$ cat src/rtl/alu_issue.sv
// Two-stage issue/writeback wrapper for RV32I OP and OP-IMM around an external combinational ALU.
// Stage D holds decoded operands that drive the ALU; stage W captures the result for the consumer.
module alu_issue (
    input  logic        clk,
    input  logic        reset,
    input  logic        in_valid,
    output logic        in_ready,
    input  logic [31:0] instr,
    input  logic [31:0] rs1_val,
    input  logic [31:0] rs2_val,
    output logic [3:0]  alu_op,
    output logic [31:0] alu_x,
    output logic [31:0] alu_y,
    input  logic [31:0] alu_o,
    output logic        out_valid,
    input  logic        out_ready,
    output logic [4:0]  out_rd,
    output logic [31:0] out_data,
    output logic        out_illegal
);

    localparam int unsigned XLEN = 32;
    localparam int unsigned OPW  = 4;
    localparam int unsigned RW   = 5;

    localparam logic [OPW-1:0] OP_ADD  = OPW'(0);
    localparam logic [OPW-1:0] OP_SUB  = OPW'(1);
    localparam logic [OPW-1:0] OP_OR   = OPW'(2);
    localparam logic [OPW-1:0] OP_XOR  = OPW'(3);
    localparam logic [OPW-1:0] OP_AND  = OPW'(4);
    localparam logic [OPW-1:0] OP_SLTU = OPW'(5);
    localparam logic [OPW-1:0] OP_SLT  = OPW'(6);
    localparam logic [OPW-1:0] OP_SRL  = OPW'(7);
    localparam logic [OPW-1:0] OP_SRA  = OPW'(8);
    localparam logic [OPW-1:0] OP_SLL  = OPW'(9);

    localparam logic [6:0] OPC_OP     = 7'b0110011;
    localparam logic [6:0] OPC_OP_IMM = 7'b0010011;
    localparam logic [6:0] F7_BASE    = 7'b0000000;
    localparam logic [6:0] F7_ALT     = 7'b0100000;

    typedef struct packed {
        logic [OPW-1:0]  op;
        logic [XLEN-1:0] x;
        logic [XLEN-1:0] y;
        logic [RW-1:0]   rd;
        logic            illegal;
    } dec_t;

    logic [6:0] opcode;
    logic [2:0] funct3;
    logic [6:0] funct7;
    logic       unused_rs1_field;

    assign opcode           = instr[6:0];
    assign funct3           = instr[14:12];
    assign funct7           = instr[31:25];
    assign unused_rs1_field = ^instr[19:15];

    // Instruction decode: operation select, legality and operand formation
    dec_t            dec_c;
    logic            is_op;
    logic            is_imm;
    logic            f7_base;
    logic            f7_alt;
    logic            legal;
    logic [OPW-1:0]  op_sel;
    logic [XLEN-1:0] imm_y;

    always_comb begin
        dec_c   = '0;
        is_op   = (opcode == OPC_OP);
        is_imm  = (opcode == OPC_OP_IMM);
        f7_base = (funct7 == F7_BASE);
        f7_alt  = (funct7 == F7_ALT);
        legal   = 1'b0;
        op_sel  = OP_ADD;
        imm_y   = {{(XLEN-12){instr[31]}}, instr[31:20]};

        if (is_op) begin
            legal = f7_base | (f7_alt & ((funct3 == 3'b000) | (funct3 == 3'b101)));
        end else if (is_imm) begin
            case (funct3)
                3'b001:  legal = f7_base;
                3'b101:  legal = f7_base | f7_alt;
                default: legal = 1'b1;
            endcase
        end

        case (funct3)
            3'b000:  op_sel = (is_op & f7_alt) ? OP_SUB : OP_ADD;
            3'b001:  op_sel = OP_SLL;
            3'b010:  op_sel = OP_SLT;
            3'b011:  op_sel = OP_SLTU;
            3'b100:  op_sel = OP_XOR;
            3'b101:  op_sel = f7_alt ? OP_SRA : OP_SRL;
            3'b110:  op_sel = OP_OR;
            default: op_sel = OP_AND;
        endcase

        // Shift-immediate forms carry only a 5-bit shamt in the immediate field
        if ((funct3 == 3'b001) || (funct3 == 3'b101)) begin
            imm_y = {(XLEN-5)'(0), instr[24:20]};
        end

        dec_c.rd = instr[11:7];
        if (legal) begin
            dec_c.op      = op_sel;
            dec_c.x       = rs1_val;
            dec_c.y       = is_op ? rs2_val : imm_y;
            dec_c.illegal = 1'b0;
        end else begin
            dec_c.illegal = 1'b1;
        end
    end

    // Pipeline state
    logic            d_valid_q, d_valid_d;
    dec_t            d_ent_q,   d_ent_d;
    logic            w_valid_q, w_valid_d;
    logic [RW-1:0]   w_rd_q,    w_rd_d;
    logic [XLEN-1:0] w_data_q,  w_data_d;
    logic            w_ill_q,   w_ill_d;

    logic w_free;
    logic d_adv;
    logic accept;

    // Handshake: D may advance whenever W is empty or draining this cycle
    always_comb begin
        w_free   = ~w_valid_q | out_ready;
        d_adv    = d_valid_q & w_free;
        in_ready = ~d_valid_q | d_adv;
        accept   = in_valid & in_ready;
    end

    always_comb begin
        d_valid_d = d_valid_q;
        d_ent_d   = d_ent_q;
        w_valid_d = w_valid_q;
        w_rd_d    = w_rd_q;
        w_data_d  = w_data_q;
        w_ill_d   = w_ill_q;

        if (d_adv) begin
            w_valid_d = 1'b1;
            w_rd_d    = d_ent_q.rd;
            w_data_d  = alu_o;
            w_ill_d   = d_ent_q.illegal;
        end else if (w_valid_q & out_ready) begin
            w_valid_d = 1'b0;
        end

        if (accept) begin
            d_valid_d = 1'b1;
            d_ent_d   = dec_c;
        end else if (d_adv) begin
            d_valid_d = 1'b0;
        end
    end

    always_ff @(posedge clk or posedge reset) begin
        if (reset) begin
            d_valid_q <= 1'b0;
            d_ent_q   <= '0;
            w_valid_q <= 1'b0;
            w_rd_q    <= '0;
            w_data_q  <= '0;
            w_ill_q   <= 1'b0;
        end else begin
            d_valid_q <= d_valid_d;
            d_ent_q   <= d_ent_d;
            w_valid_q <= w_valid_d;
            w_rd_q    <= w_rd_d;
            w_data_q  <= w_data_d;
            w_ill_q   <= w_ill_d;
        end
    end

    assign alu_op      = d_ent_q.op;
    assign alu_x       = d_ent_q.x;
    assign alu_y       = d_ent_q.y;
    assign out_valid   = w_valid_q;
    assign out_rd      = w_rd_q;
    assign out_data    = w_data_q;
    assign out_illegal = w_ill_q;

endmodule

$ cat config.mk
export PLATFORM = sky130hd
export DESIGN_NAME = alu_issue
export DESIGN_NICKNAME = d
export VERILOG_FILES = /design/src/rtl/alu_issue.sv
export SDC_FILE = /design/constraint.sdc
export NUM_CORES = 1
export LEC_CHECK = 0
export CAP_MARGIN = 5
export CORE_MARGIN = 5
export CORE_UTILIZATION = 30
export DETAILED_ROUTE_END_ITERATION = 8
export PLACE_DENSITY = 0.69
export SYNTH_ARGS = -nofsm -noshare
export SYNTH_HDL_FRONTEND = slang
export SYNTH_SLANG_ARGS = --single-unit
$ cat constraint.sdc
create_clock -name clk -period 3.7 [get_ports clk]
set_input_delay 0.925 -clock clk [delete_from_list [all_inputs] [get_ports clk]]
set_output_delay 0.925 -clock clk [all_outputs]
set_load 0.02 [all_outputs]
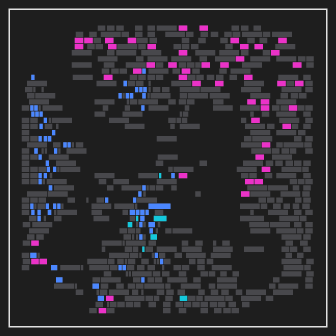
Fig. 1. Selected gate families (run 1).
color	family	cells	most used
blue	inverting AOI/OAI gates	67	o21ai_0
magenta	multiplexers	48	mux2_2
cyan	NOR gates	7	nor2_1
non-filler instance count after layout: 828
multi-input combinational area share: 0.203
highest-count logic cell in the final layout: sky130_fd_sc_hd__clkdlybuf4s50_1

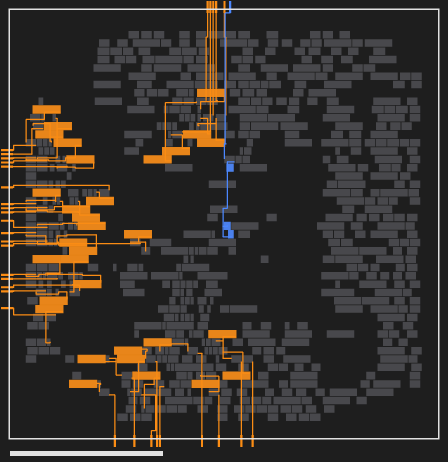
Fig. 2. I/O nets highlighted (run 1).
The bar under the picture is 50 um long.
color	port	direction	end cells	wire
blue	in_valid	input	3	82.9 um
orange	alu_y	output	32	1190 um

==> results.tsv, run 1 <==
metric	value	unit
status	complete, no violations	
whs_endpoint	alu_y[20]	
drcViolationCount	0	
worst_ep_arrival_time	2.26	ns
max-clock-path-buffers	2	
floorplan.nets	561	
track_usage	0.147	
worstSetupPathDepth	3	
critical-path-slowest-cell	sky130_fd_sc_hd__clkdlybuf4s50_1	
cts_tree	built	
crit_type	in -> out	
grt_max_degree	72	
number_of_antenna_violations_at_the_first_check_in_global_routing	0	
global_route_wire_length_before_repair	22700	um
floorplan.core_util	0.306	
placer_congestion	0.801	
final.setup_skew	0.00948	ns
dp_wirelength	10600	um
crit_path_start	out_ready	
register_bit_count_reported_by_yosys	114	
leakagePower	3.20	nW
route.top_layer_used	met4	
setup_viol_count_final	0	
drt_iter0_drc	137	
yosysWarningCount	0	
dpl-instance-area	0.00714	mm^2
postRouteAntennaNets	0	
yosys.stat.seqShare	0.563	
max_clock_freq	314	MHz
finalInstanceArea	0.00772	mm^2
port_buffers	234	
post_synth_num_cell_types	30	
die_area	0.0196	mm^2
drive_above_1_share	0.155	
timing.final.crit_share	0.860	
cts_root_buffer	sky130_fd_sc_hd__clkbuf_16	
first_global_vias	4104	
reg2reg_depth	5	
finish.utilization	0.465	
worst_path_dominant_cell_family	buffers and inverters	
design.final.nets	728	
clock_sink_count	114	
numCtsBuffers	17	
finalPower	3.55	mW
r2r_setup_slack	1.89	ns
holdBufCountCts	0	
fp.dieH	140	um
worstReg2RegEnd	alu_y[21]	
critPathMostFrequentCell	sky130_fd_sc_hd__clkdlybuf4s50_1	
clkSlewWorstSetupHoldPaths	0.06	ns
worst-path-buf-inv	2	
drt_wl_total	14300	um
critical_path.cell_chain	clkdlybuf4s50_1, nand3b_1, clkdlybuf4s50_1	
synthesis.area_per_instance	11.8	um^2
postCtsSetupRepairBufs	0	
tns	0	ns
start_kind	input pin	
critical_path_required	2.77	ns
end_kind	output pin	
fin_worst_hold_slack	0.474	ns
path_max_fanout	4	
io-pin-count	240	
max-vdd-ir-drop	289	uV
openroad.warnings	31	
ys_cells	429	
wire_length_on_met2	7340	um
hp-start	alu_y[20]	
maxSlewViolCount	0	
met1_length	5530	um
wire_per_inst	17.3	um
post_drt_via_cell_ratio	4.62	
setup.worst_path.end	in_ready	
r2r-start	out_valid	
antenna_cells_inserted	0	
max_slew.worst_pin.slew	0.610	ns
rows	47	
core_area	0.0166	mm^2
period_needed	3.18	ns
syn_inst	429	
yosys_area	0.00507	mm^2
clock.latency.late_pin	0.41	ns
dieWidth	140	um
postCtsResizedCells	0	
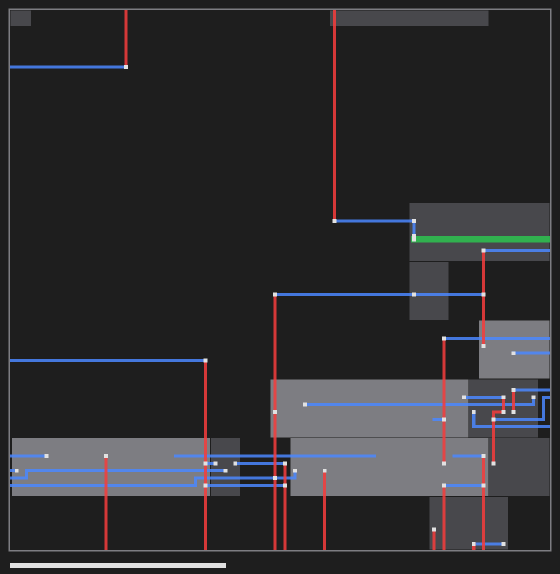
Fig. 3. A small window of the routed layout (run 1).
The bar under the picture is 10 um long. Region (22, 22) to (47, 47) um. Cells in gray, sequential cells in the stronger gray; small squares are vias.
color	layer
green	met3
red	met2
blue	met1
sequential cells in the window	3
most frequent	dfrtp_1 (3), clkdlybuf4s50_1 (2)
netlist names of flops here include	alu_y (3)
cells with their middle in the window	9

run 1: placed cells by master (no fill, tap or decap), types with 3 or more instances in the layout:
| cell type | Yosys | layout |
|---|---|---|
| sky130_fd_sc_hd__nand2b_1 | 4 | 4 |
| sky130_fd_sc_hd__nor2_1 | 3 | 3 |
| sky130_fd_sc_hd__clkinvlp_4 | 0 | 5 |
| sky130_fd_sc_hd__clkbuf_16 | 0 | 17 |
| sky130_fd_sc_hd__dfrtp_1 | 114 | 114 |
| sky130_fd_sc_hd__clkbuf_8 | 0 | 5 |
| sky130_fd_sc_hd__mux2i_1 | 5 | 5 |
| sky130_fd_sc_hd__a22o_1 | 39 | 39 |
| sky130_fd_sc_hd__clkdlybuf4s50_1 | 0 | 234 |
| sky130_fd_sc_hd__nand2_1 | 48 | 47 |
| sky130_fd_sc_hd__mux2_2 | 43 | 43 |
| sky130_fd_sc_hd__o21ai_2 | 5 | 5 |
| sky130_fd_sc_hd__a21oi_1 | 24 | 24 |
| sky130_fd_sc_hd__buf_4 | 69 | 7 |
| sky130_fd_sc_hd__o21ai_1 | 5 | 5 |
| sky130_fd_sc_hd__o21ai_0 | 28 | 28 |
| sky130_fd_sc_hd__clkinv_2 | 0 | 4 |
run 1: per-layer routing:
metal	GRT usage	vias to the layer above
li1	-	1764
met4	0.0699	0
met1	0.161	1858
met2	0.257	167
met5	0	-
met3	0.0491	37
run 1: layout make-up:
class | count | area (um^2)
Clock inverter | 9 | 80.1
Tap cell | 220 | 275
Sequential cell | 114 | 2850
Timing Repair Buffer | 243 | 2430
Fill cell | 1527 | 8870
Clock buffer | 22 | 494
Inverter | 2 | 11.3
Multi-Input combinational cell | 218 | 1570
run 1: power by group:
group	total [mW]	internal (mW)	switching (mW)
Combinational	0.609	0.339	0.269
Sequential	1.38	1.33	0.0417
Clock	1.56	1.00	0.563
run 1: worst reg2reg max path, stage by stage, from the launching register on:
cell and delay (ns):
sky130_fd_sc_hd__dfrtp_1 0.39, sky130_fd_sc_hd__nand3b_1 0.19, sky130_fd_sc_hd__nand2_2 0.19, sky130_fd_sc_hd__a2111o_1 0.47, sky130_fd_sc_hd__buf_4 0.27, sky130_fd_sc_hd__o21ai_0 0.21
run 1: logic make-up after synthesis:
kind of cell / share of synthesized area
AND-OR/OR-AND: 0.146
buffers and inverters: 0.128
flip-flops: 0.563
multiplexers: 0.105
AND/OR/NAND/NOR: 0.0580
run 1: Yosys cell counts (all sizes together):
library cell  count  area (um^2)
a2111o            1         11.3
a2111oi           1         27.5
a21oi            25          129
a22o             39          342
a31oi             2         12.5
and4b             1         10.0
buf              78          578
clkbuf           17         63.8
dfrtp           114         2850
inv               2         7.51
mux2             43          484
mux2i             5         50.1
nand2            48          180
nand2b            4         25.0
nand3b            2         15.0
nor2              3         11.3
nor2b             1         6.26
nor3              1         16.3
nor4b             1         8.76
nor4bb            1         10.0
o21ai            38          209
o31ai             1         7.51
or4               1         11.3
run 1: per-stage QoR:
step                      worst slack [ns]  cells
after floorplan                       1.15    429
after global placement               0.494    797
after global routing                 0.472    828
after detailed placement             0.447    797
after CTS                            0.487    828
final                                0.517    828
Fig. 4: run 1, routing congestion map
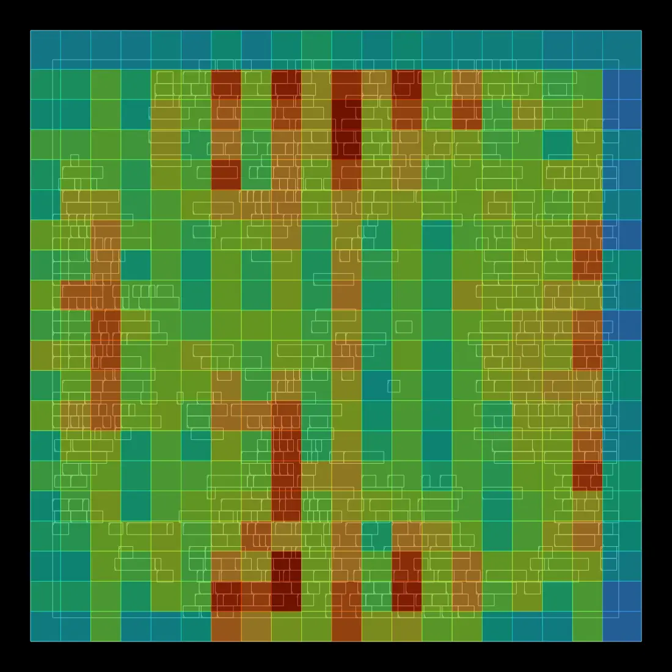

==> run 1 -> run 2 <==
==> constraint.sdc (replaced) <==
create_clock -name clk -period 3.7 [get_ports clk]
set_input_delay 0.555 -clock clk [delete_from_list [all_inputs] [get_ports clk]]
set_output_delay 0.555 -clock clk [all_outputs]
set_load 0.02 [all_outputs]
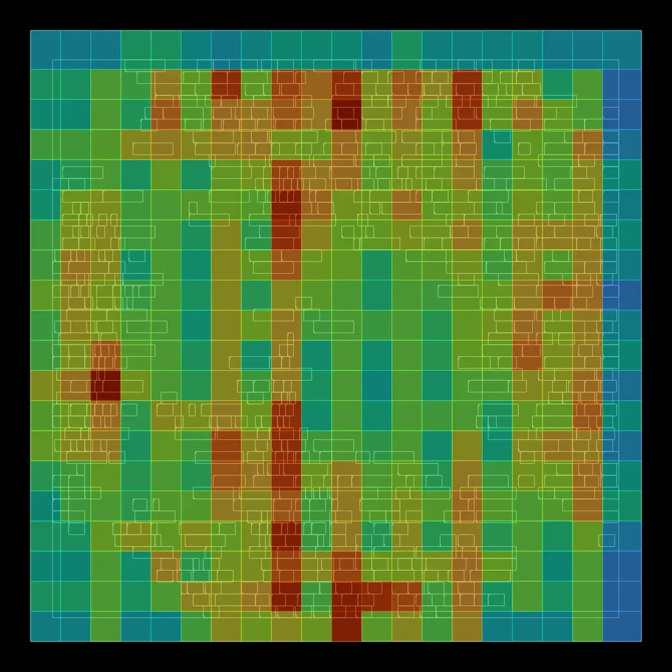
Fig. 5. Routing congestion map (run 2).
core utilization of the finished layout: 0.468
M3 GR Usage: 0.0579
M2 GR Usage: 0.256
detailed-route wire length per cell: 17.2 um
GR Util All Layers: 0.145

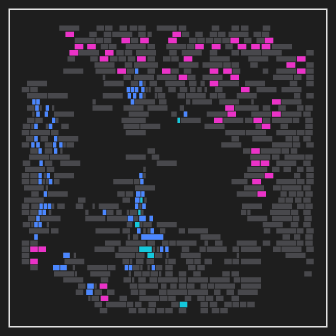
Fig. 6. Selected gate families (run 2).
multi-input combinational area share: 0.202
non-filler instance count after layout: 829

==> results.tsv, run 2 <==
metric	value	unit
status	complete, no violations	
crit_type	in -> reg	
dr.pass1.iters	4	
tightest_hold_check_type	reg -> reg	
top_cell	sky130_fd_sc_hd__dfrtp_1	
most_instantiated_cells_after_synthesis	sky130_fd_sc_hd__dfrtp_1 (114), sky130_fd_sc_hd__buf_4 (69), sky130_fd_sc_hd__nand2_1 (48)	
power_density	471	mW/mm^2
yosysWarningCount	0	
final_hold_viol_count	0	
r2r_setup_slack	1.53	ns
cell_internal_pwr	2.79	mW
max-vdd-ir-drop	280	uV
grt_setup_unrepaired	false	
via_count	3844	
clock.latency.late_pin	0.40	ns
post_synth_instance_area	0.00507	mm^2
openroad.warnings	31	
numCtsBuffers	17	
ys_cells	429	
worst_slack	1.06	ns
first_global_vias	4131	
post_synth_num_cell_types	30	
layout_area_overhead	53.1	%
io-pin-count	240	
placer_congestion	0.823	
start_kind	input pin	
dieWidth	140	um
worst_slew_margin_rel	0.566	
fp.dieH	140	um
drive_above_1_share	0.151	
postCtsSetupRepairBufs	0	
maxSlewViolCount	0	
postRouteAntennaNets	0	
port_buffers	234	
setup_slack_placement	0.648	ns
grt_max_degree	45	
drt_wl_total	14300	um
share_seq_of_total_power	0.377	
synthesis.area_per_instance	11.8	um^2
tns	0	ns
p_sw_frac	0.237	
cts_root_buffer	sky130_fd_sc_hd__clkbuf_16	
core_area	0.0166	mm^2
yosys.stat.seqShare	0.563	
number_of_enable_flip_flop_cells	0	
rows	47	
clock_sink_count	114	
register_bit_count_reported_by_yosys	114	
netlist.area_leader.share	0.563	
yosys_area	0.00507	mm^2
p_clk_frac	0.457	
h-tree-depth	4	
synth.top_cells.by_area	sky130_fd_sc_hd__dfrtp_1 (56%), sky130_fd_sc_hd__buf_4 (10%), sky130_fd_sc_hd__mux2_2 (9.6%), sky130_fd_sc_hd__a22o_1 (6.7%), sky130_fd_sc_hd__nand2_1 (3.6%)	
max_slew.worst_pin.slew	0.651	ns
die_area	0.0196	mm^2
drcViolationCount	0	
yosysTopAreaCell	sky130_fd_sc_hd__dfrtp_1	
path_max_fanout	12	
synth_async_sr_flop_share	1.00	
fin_worst_hold_slack	0.473	ns
critical_path_required	3.99	ns
dominantRegCellSynth	sky130_fd_sc_hd__dfrtp_1	
drt_iter0_drc	138	
max_clock_freq	379	MHz
end_kind	flop	
design.final.nets	729	
leakagePower	3.22	nW
final_layout_top_logic_cells	sky130_fd_sc_hd__clkdlybuf4s50_1 (234), sky130_fd_sc_hd__dfrtp_1 (114), sky130_fd_sc_hd__nand2_1 (47)	
post_drt_via_cell_ratio	4.64	
clkSlewWorstSetupHoldPaths	0.05	ns
max-clock-path-buffers	2	
switching_power	868	uW
number_of_antenna_violations_at_the_first_check_in_global_routing	1	
timing.max_cap.violations	0	
setup_viol_count_final	0	
antenna_cells_inserted	0	
cts_tree	built	
postCtsResizedCells	0	
floorplan.core_util	0.306	
period_needed	2.64	ns
power.combinational.fraction	0.166	
worst_ep_arrival_time	2.93	ns
dp_wirelength	10600	um
holdBufCountCts	0	
syn_inst	429	
gr-total-overflow	0	
timing.final.crit_share	0.713	
final_common_cell	sky130_fd_sc_hd__clkdlybuf4s50_1	
final.setup_skew	0.00926	ns
global_route_wire_length_before_repair	22400	um
floorplan.nets	561	
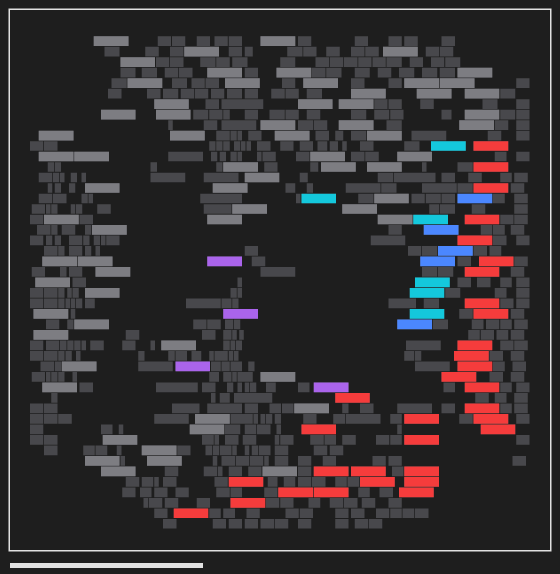
Fig. 7. Sequential cells colored by netlist name (run 2).
The bar under the picture is 50 um long.
color	netlist name	flops
red	alu_x	32
blue	out_rd	5
purple	alu_op	4
cyan	d_ent_q	6

run 2: netlist changes by cell type in the layout (fill, tap and decap cells not counted):
cell	change
sky130_fd_sc_hd__clkbuf_8	-5
sky130_fd_sc_hd__bufinv_16	+3
sky130_fd_sc_hd__clkbuf_1	+3
sky130_fd_sc_hd__clkinvlp_4	-2
sky130_fd_sc_hd__buf_12	+1
sky130_fd_sc_hd__inv_4	+1
run 2: logic make-up after synthesis:
logic type,Yosys count,synth area share
simple gates,63,0.0580
buf+inv,97,0.128
compound gates,107,0.146
flops,114,0.563
mux,48,0.105
run 2: worst max-delay path, cell delays in order:
cell	delay (ns)
sky130_fd_sc_hd__clkdlybuf4s50_1	0.45
sky130_fd_sc_hd__or4_4	0.57
sky130_fd_sc_hd__nor3_4	0.16
sky130_fd_sc_hd__a21oi_2	0.07
sky130_fd_sc_hd__a2111o_1	0.62
sky130_fd_sc_hd__buf_4	0.27
sky130_fd_sc_hd__o21ai_0	0.23
run 2: layer usage:
metal	GRT usage	routed length, um	vias up
met2	0.256	7410	175
met5	0	13	-
li1	-	-	1766
met4	0.0632	370	2
met1	0.153	5300	1871
met3	0.0579	1170	30
run 2: power by group through the flow:
stage	logic [mW]	clock network, mW	registers [mW]
finish	0.608	1.67	1.38
global route	0.648	1.79	1.39
CTS	0.618	1.72	1.38
detailed placement	0.615	0	1.40
global placement	0.606	0	1.39
floorplan	0.172	0	1.49
run 2: worst paths after layout:
path,startpoint,to,cells past startpoint
setup / recovery,instr[25],alu_y[30],7
hold / removal,alu_y[25],alu_y[25],2
setup reg to reg,out_valid,alu_y[30],5
hold reg to reg,alu_y[25],alu_y[25],2
max in group asynchronous,reset,out_rd[2],3
min in group asynchronous,reset,out_data[12],2
run 2: layout make-up:
class,instances,area [um^2]
Inverter,2,10.0
Sequential cell,114,2850
Timing Repair Buffer,244,2450
Tap cell,220,275
Multi-Input combinational cell,218,1570
Clock buffer,20,437
Clock inverter,11,163
Fill cell,1490,8820
run 2: through the flow:
stage | std cells | instance area (um^2) | utilization | power, mW
floorplan | 429 | 5070 | - | 1.66
global placement | 798 | 7160 | 0.432 | 2.00
detailed placement | 798 | 7160 | 0.432 | 2.02
CTS | 829 | 7760 | 0.468 | 3.71
global route | 829 | 7760 | 0.468 | 3.82
finish | 829 | 7760 | 0.468 | 3.66
Power figures rest on the tool's default switching activity, not on a simulated workload.
